**src/rtl/vmem_pkg.sv**
```systemverilog
// Shared types and helpers for the virtual-to-physical translator.
// Region and fault codes match the encodings driven on rsp_region/rsp_fault.
package vmem_pkg;

   typedef enum logic [1:0] {
      REGION_NONE  = 2'd0,
      REGION_TEXT  = 2'd1,
      REGION_DATA  = 2'd2,
      REGION_STACK = 2'd3
   } region_e;

   typedef enum logic [1:0] {
      FAULT_OK       = 2'd0,
      FAULT_MISALIGN = 2'd1,
      FAULT_UNMAPPED = 2'd2,
      FAULT_WPROT    = 2'd3
   } fault_e;

   localparam logic [1:0] SIZE_BYTE  = 2'd0;
   localparam logic [1:0] SIZE_HALF  = 2'd1;
   localparam logic [1:0] SIZE_WORD  = 2'd2;
   localparam logic [1:0] SIZE_WORD3 = 2'd3;

   // Byte accesses never fault; size 3 is handled exactly like a word.
   function automatic logic is_misaligned(input logic [1:0] size, input logic [1:0] lo);
      case (size)
         SIZE_BYTE:             return 1'b0;
         SIZE_HALF:             return lo[0];
         SIZE_WORD, SIZE_WORD3: return lo != 2'b00;
      endcase
   endfunction

endpackage

```
**src/rtl/vmem_region_decode.sv**
```systemverilog
// Combinational hit test and word-index extraction for one mapped region.
// The limit compare uses a widened bus so a region touching the top of the space cannot wrap.
module vmem_region_decode #(
   parameter int                    ADDR_WIDTH = 32,
   parameter int                    IDX_WIDTH  = 10,
   parameter logic [ADDR_WIDTH-1:0] BASE       = '0,
   parameter int                    WORDS      = 1
) (
   input  logic [ADDR_WIDTH-1:0] addr,
   output logic                  hit,
   output logic [IDX_WIDTH-1:0]  index
);

   localparam int EW = ((ADDR_WIDTH > IDX_WIDTH + 2) ? ADDR_WIDTH : IDX_WIDTH + 2) + 1;
   localparam logic [EW-1:0] LO = EW'(BASE);
   localparam logic [EW-1:0] HI = EW'(BASE) + (EW'(WORDS) << 2);

   logic [EW-1:0] addr_ext;

   assign addr_ext = EW'(addr);
   assign hit      = (addr_ext >= LO) && (addr_ext < HI);
   assign index    = IDX_WIDTH'((addr - BASE) >> 2);

endmodule

```
**src/rtl/vmem_xlate_unit.sv**
```systemverilog
// Registered virtual-to-physical translator with text/data/stack decode and sticky fault capture.
// Define VMEM_WRITE_PROTECT_EN to make stores into the text region fault with code 3.
module vmem_xlate_unit
   import vmem_pkg::*;
#(
   parameter int                    ADDR_WIDTH  = 32,
   parameter int                    IDX_WIDTH   = 10,
   parameter logic [ADDR_WIDTH-1:0] TEXT_BASE   = 32'h0040_0000,
   parameter int                    TEXT_WORDS  = 1024,
   parameter logic [ADDR_WIDTH-1:0] DATA_BASE   = 32'h1001_0000,
   parameter int                    DATA_WORDS  = 1024,
   parameter logic [ADDR_WIDTH-1:0] STACK_BASE  = 32'h7FFF_E000,
   parameter int                    STACK_WORDS = 1024,
   parameter int                    FCNT_WIDTH  = 8
) (
   input  logic                  clk,
   input  logic                  reset,
   input  logic                  req_valid,
   output logic                  req_ready,
   input  logic [ADDR_WIDTH-1:0] req_addr,
   input  logic [1:0]            req_size,
   input  logic                  req_write,
   output logic                  rsp_valid,
   input  logic                  rsp_ready,
   output logic [ADDR_WIDTH-1:0] rsp_vaddr,
   output logic [IDX_WIDTH-1:0]  rsp_index,
   output logic [1:0]            rsp_byte_off,
   output logic [1:0]            rsp_region,
   output logic [1:0]            rsp_fault,
   output logic                  fault_pending,
   output logic [ADDR_WIDTH-1:0] badvaddr,
   output logic [FCNT_WIDTH-1:0] fault_count,
   input  logic                  fault_clear
);

`ifdef VMEM_WRITE_PROTECT_EN
   localparam bit WPROT_EN = 1'b1;
`else
   localparam bit WPROT_EN = 1'b0;
`endif

   logic                 text_hit, data_hit, stack_hit;
   logic [IDX_WIDTH-1:0] text_idx, data_idx, stack_idx;

   vmem_region_decode #(
      .ADDR_WIDTH(ADDR_WIDTH), .IDX_WIDTH(IDX_WIDTH), .BASE(TEXT_BASE), .WORDS(TEXT_WORDS)
   ) u_text (.addr(req_addr), .hit(text_hit), .index(text_idx));

   vmem_region_decode #(
      .ADDR_WIDTH(ADDR_WIDTH), .IDX_WIDTH(IDX_WIDTH), .BASE(DATA_BASE), .WORDS(DATA_WORDS)
   ) u_data (.addr(req_addr), .hit(data_hit), .index(data_idx));

   vmem_region_decode #(
      .ADDR_WIDTH(ADDR_WIDTH), .IDX_WIDTH(IDX_WIDTH), .BASE(STACK_BASE), .WORDS(STACK_WORDS)
   ) u_stack (.addr(req_addr), .hit(stack_hit), .index(stack_idx));

   logic                 accept;
   region_e              nx_region;
   fault_e               nx_fault;
   logic [IDX_WIDTH-1:0] nx_index;

   assign req_ready = !rsp_valid || rsp_ready;
   assign accept    = req_valid && req_ready;

   // Fault priority: misaligned, then unmapped, then write-protect.
   always_comb begin
      nx_region = REGION_NONE;
      nx_fault  = FAULT_OK;
      nx_index  = '0;
      if (is_misaligned(req_size, req_addr[1:0])) begin
         nx_fault = FAULT_MISALIGN;
      end else if (!(text_hit || data_hit || stack_hit)) begin
         nx_fault = FAULT_UNMAPPED;
      end else if (WPROT_EN && req_write && text_hit) begin
         nx_fault = FAULT_WPROT;
      end else if (text_hit) begin
         nx_region = REGION_TEXT;
         nx_index  = text_idx;
      end else if (data_hit) begin
         nx_region = REGION_DATA;
         nx_index  = data_idx;
      end else begin
         nx_region = REGION_STACK;
         nx_index  = stack_idx;
      end
   end

   logic                  pend_nx;
   logic [ADDR_WIDTH-1:0] bad_nx;
   logic [FCNT_WIDTH-1:0] cnt_nx;

   // A clear in the same cycle as a faulting accept is applied first.
   always_comb begin
      pend_nx = fault_pending && !fault_clear;
      bad_nx  = fault_clear ? '0 : badvaddr;
      cnt_nx  = fault_clear ? '0 : fault_count;
      if (accept && (nx_fault != FAULT_OK)) begin
         if (!pend_nx) bad_nx = req_addr;
         pend_nx = 1'b1;
         if (cnt_nx != '1) cnt_nx = cnt_nx + FCNT_WIDTH'(1);
      end
   end

   always_ff @(posedge clk or posedge reset) begin
      if (reset) begin
         rsp_valid     <= 1'b0;
         rsp_vaddr     <= '0;
         rsp_index     <= '0;
         rsp_byte_off  <= '0;
         rsp_region    <= '0;
         rsp_fault     <= '0;
         fault_pending <= 1'b0;
         badvaddr      <= '0;
         fault_count   <= '0;
      end else begin
         if (accept) begin
            rsp_valid    <= 1'b1;
            rsp_vaddr    <= req_addr;
            rsp_index    <= nx_index;
            rsp_byte_off <= req_addr[1:0];
            rsp_region   <= nx_region;
            rsp_fault    <= nx_fault;
         end else if (rsp_ready) begin
            rsp_valid <= 1'b0;
         end
         fault_pending <= pend_nx;
         badvaddr      <= bad_nx;
         fault_count   <= cnt_nx;
      end
   end

endmodule

```
**config.mk**
```make
export PLATFORM = sky130hd
export DESIGN_NAME = vmem_xlate_unit
export DESIGN_NICKNAME = d
export VERILOG_FILES = /design/src/rtl/vmem_pkg.sv /design/src/rtl/vmem_region_decode.sv /design/src/rtl/vmem_xlate_unit.sv
export SDC_FILE = /design/constraint.sdc
export NUM_CORES = 1
export LEC_CHECK = 0
export ABC_AREA = 1
export CAP_MARGIN = 40
export CORE_ASPECT_RATIO = 2
export CORE_UTILIZATION = 35
export CTS_CLUSTER_DIAMETER = 80
export DETAILED_ROUTE_END_ITERATION = 10
export PLACE_DENSITY = 0.71
export SYNTH_ARGS = -nofsm -noshare
export SYNTH_HDL_FRONTEND = slang
export SYNTH_SLANG_ARGS = --single-unit
```
**constraint.sdc**
```tcl
create_clock -name clk -period 2.8 [get_ports clk]
set_input_delay 0.56 -clock clk [delete_from_list [all_inputs] [get_ports clk]]
set_output_delay 0.56 -clock clk [all_outputs]
set_load 0.01 [all_outputs]
```
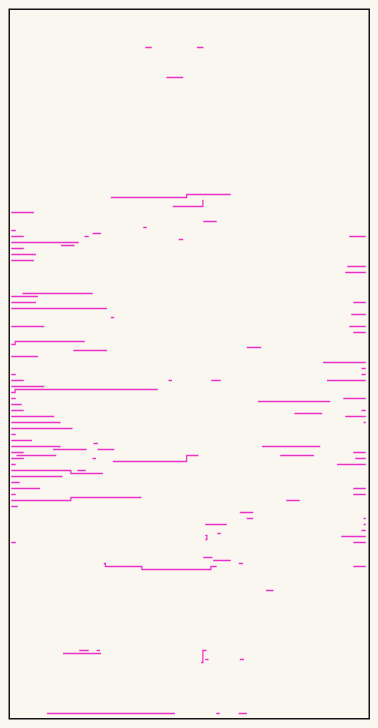
*Signal wires on met3*
The layer holds 4.6% of the routed length. The wires run mostly horizontal. The layer carries 611 um of wire. The longest straight run is 32.2 um. 94 nets have wire on it.

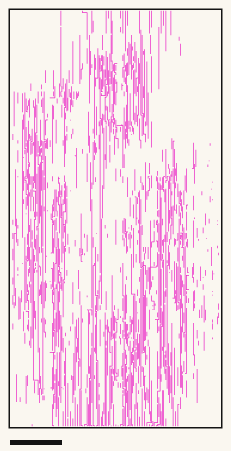
*Signal wires on met2*
Scale bar: 20 um.
The layer carries 7,060 um of wire. The layer holds 54% of the routed length. The longest straight run is 61.6 um. The wires run mostly vertical.

==> flow_metrics.py <==
# Synthesis and PnR figures
metrics = {
    "run_status": {
        "outcome": "finished, final reports clean",
    },
    "placement": {
        "placement.io_buffers": 129,
        "placement.cell_area_um2": 5800,
        "place_ws_ns": 0.160,
        "gp_routability_congestion": 0.842,
    },
    "global_routing": {
        "grt_start_max_net_pins": 89,
        "grt_use_total_pct": 21.1,
        "antenna_found_initial": 0,
        "grt_pass1_vias": 4039,
        "grt.overflow.total": 0,
        "grt_pass1_wl_mm": 20.5,
    },
    "synthesis": {
        "ys_dominant_reg_cell": "dfrtp_1",
        "top_cell": "nand2_1",
        "synthDominantAreaCellType": "dfrtp_1",
        "postSynthRegisterBits": 88,
        "synth-edff-count": 0,
        "asyncSetResetFlopFracSynth_pct": 100,
        "synth_seq_share_pct": 50.1,
        "syn_avg_cell_area_um2": 7.40,
        "synth_stat.cells": 594,
        "count_of_unique_library_cells_instantiated_by_yosys": 27,
        "yosysWarningCount": 0,
        "netlist_top_cells_count": "nand2_1, dfrtp_1, inv_1, o21ai_0, nor2_1",
        "netlist_top_cells_area": "dfrtp_1, nand2_1, o21ai_0, nand3_1, inv_1",
    },
    "critical_path": {
        "slowest_delay_ns": 0.56,
        "cp.required_ns": 3.03,
        "crit_path_top_delay_cell": "clkdlybuf4s50_1",
        "crit_end_category": "register",
        "crit_path_max_fo": 9,
        "path_class": "in2reg",
        "path_buffers": 1,
        "crit_cells": 10,
        "timing.reg2reg.worst_path_depth": 10,
    },
    "power_and_ir_drop": {
        "power_switching_share_pct": 28.8,
        "power.static_leakage_uw": 0.00296,
        "p_sw_uw": 1010,
        "finalPower_uw": 3500,
        "power-per-cell-area_nw_per_um2": 572,
    },
    "die": {
        "die.size.x_um": 81.2,
        "floorplan.die_area_um2": 13000,
        "rows": 57,
        "die_height_um": 160,
        "ioPinCount": 131,
        "fp_util_pct": 36.0,
    },
    "timing": {
        "final_number_of_setup_violating_endpoints": 0,
        "timing_hold_violations_final": 0,
        "worst_clock_skew_ns": 0.00583,
        "max_slew.worst_pin.slew_ns": 0.724,
        "timing.fmax_ghz": 0.429,
        "finalWorstSetupSlack_ns": 0.469,
        "final_max_slew_viol_count": 0,
        "final_cycle_utilization_of_the_critical_path_pct": 83.2,
        "unrepaired_setup_endpoints_after_global_routing": "false",
        "totalNegativeSetupSlack_ns": 0,
    },
    "routing": {
        "drcViolationCount": 0,
        "post_drt_wl_per_cell_um": 15.3,
        "viasPerCell": 4.83,
        "number_of_search_and_repair_iterations_in_the_first_detailed_routing_pass": 4,
        "drt_first_iter_violations": 236,
        "vias": 4170,
        "totalWireLength_mm": 13.2,
    },
    "min_path": {
        "hold_path_depth": 2,
        "timing.hold.worst.class": "reg2reg",
    },
    "cells_and_area": {
        "area_delta_synth_final_pct": 39.1,
        "nNetsFinal": 752,
        "final_standard_cell_area_without_fillers_um2": 6110,
        "diodes": 0,
        "fillCellCount": 1203,
    },
    "job": {
        "drv_cap": 0,
        "warnings": 27,
    },
    "clock_network": {
        "htree_num_levels": 3,
        "tritoncts": "built",
        "clock_latency_ns": 0.35,
        "clkSinkCount": 88,
        "post_cts_resize_count": 0,
        "cts_hold_buffers": 0,
    },
}
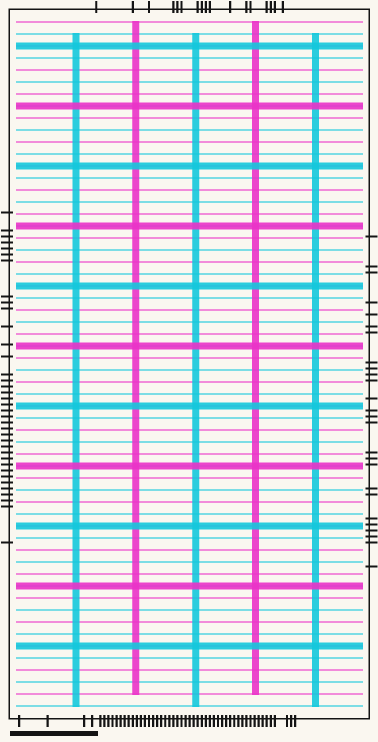
*Supply network*
Scale bar: 20 um. Pins as bars on the die edge.
Cyan marks VSS. Magenta marks VDD.
5 straps on met4. 131 signal pins sit on the boundary. The core has 57 rows. 58 met1 rails follow the rows. 11 straps on met5.

[cell type report]
cell class / count / area, um2 / share of cell area, %
Clock buffer: 10 / 239 / 3.91
Clock inverter: 6 / 76.3 / 1.25
Inverter: 66 / 251 / 4.11
Multi-Input combinational cell: 407 / 1770 / 28.9
Sequential cell: 88 / 2200 / 36.0
Tap cell: 147 / 184 / 3.01
Timing Repair Buffer: 139 / 1390 / 22.8
[flip-flops by register name, summed over array words and instances (netlist names)]
| register | cells |
|---|---|
| rsp_vaddr | 32 |
| rsp_fault | 2 |
| badvaddr | 32 |
| fault_pending | 1 |
| rsp_valid | 1 |
| rsp_index | 10 |
| rsp_region | 2 |
| fault_count | 8 |
[power groups by stage]
| stage | Combinational [uW] | Clock, uW | Sequential, uW |
|---|---|---|---|
| global route | 824 | 1340 | 1490 |
| CTS | 759 | 1310 | 1480 |
| global placement | 746 | 0 | 1490 |
| detailed placement | 755 | 0 | 1500 |
| floorplan | 291 | 0 | 1540 |
| finish | 749 | 1270 | 1470 |
[final timing paths]
path,endpoint,from,slack (ns)
worst max-delay path,fault_count[0],fault_clear,0.47
worst min-delay path,rsp_vaddr[24],rsp_vaddr[24],0.48
worst max register to register,fault_count[0],fault_count[0],0.89
worst min register to register,rsp_vaddr[24],rsp_vaddr[24],0.48
max in group asynchronous,fault_count[6],reset,1.68
min in group asynchronous,fault_count[5],reset,0.65
[tightest hold or removal path: cells and delay by family (launching register included)]
family,cells,cell delay (ns)
flops,1,0.35
simple gates,1,0.05
compound gates,1,0.05
[cell families after synthesis]
| kind of cell | count (synthesis) | share of synthesized area, % |
|---|---|---|
| flops | 88 | 50.1 |
| simple gates | 338 | 31.9 |
| compound gates | 66 | 7.63 |
| buf+inv | 99 | 9.68 |
| fa+ha+maj | 1 | 0.285 |
| xor+xnor | 2 | 0.399 |
[per-layer routing]
metal	vias up	track usage, %	routed length [um]
met3	30	4.72	610
met1	1928	22.1	4920
li1	2075	-	-
met2	137	37.6	7060
met4	0	11.6	600
met5	-	0	0
[cell usage in the layout, fill, tap and decap left out]
| cell type | instances |
|---|---|
| inv_8 | 1 |
| inv_6 | 1 |
| clkinvlp_4 | 1 |
| nand3_1 | 52 |
| buf_4 | 8 |
| clkdlybuf4s50_1 | 129 |
| nand2_1 | 213 |
| nor2_4 | 1 |
| ha_1 | 1 |
| xor2_1 | 1 |
| nor2_1 | 53 |
| a21oi_1 | 1 |
| clkbuf_16 | 9 |
| dfrtp_1 | 88 |
| buf_12 | 2 |
| nor3_1 | 3 |
| nand4_1 | 7 |
| nand2_4 | 2 |
| or2_0 | 1 |
| xnor2_1 | 1 |
| clkbuf_8 | 1 |
| o21ai_0 | 62 |
| bufinv_16 | 1 |
| inv_2 | 4 |
| inv_1 | 61 |
| nand2_2 | 2 |
| o21ai_1 | 1 |
| nand3_2 | 2 |
| o21bai_1 | 1 |
| clkinv_4 | 3 |
| nor2_2 | 2 |
| o211ai_1 | 1 |
Power is estimated from default activity; no workload was simulated.
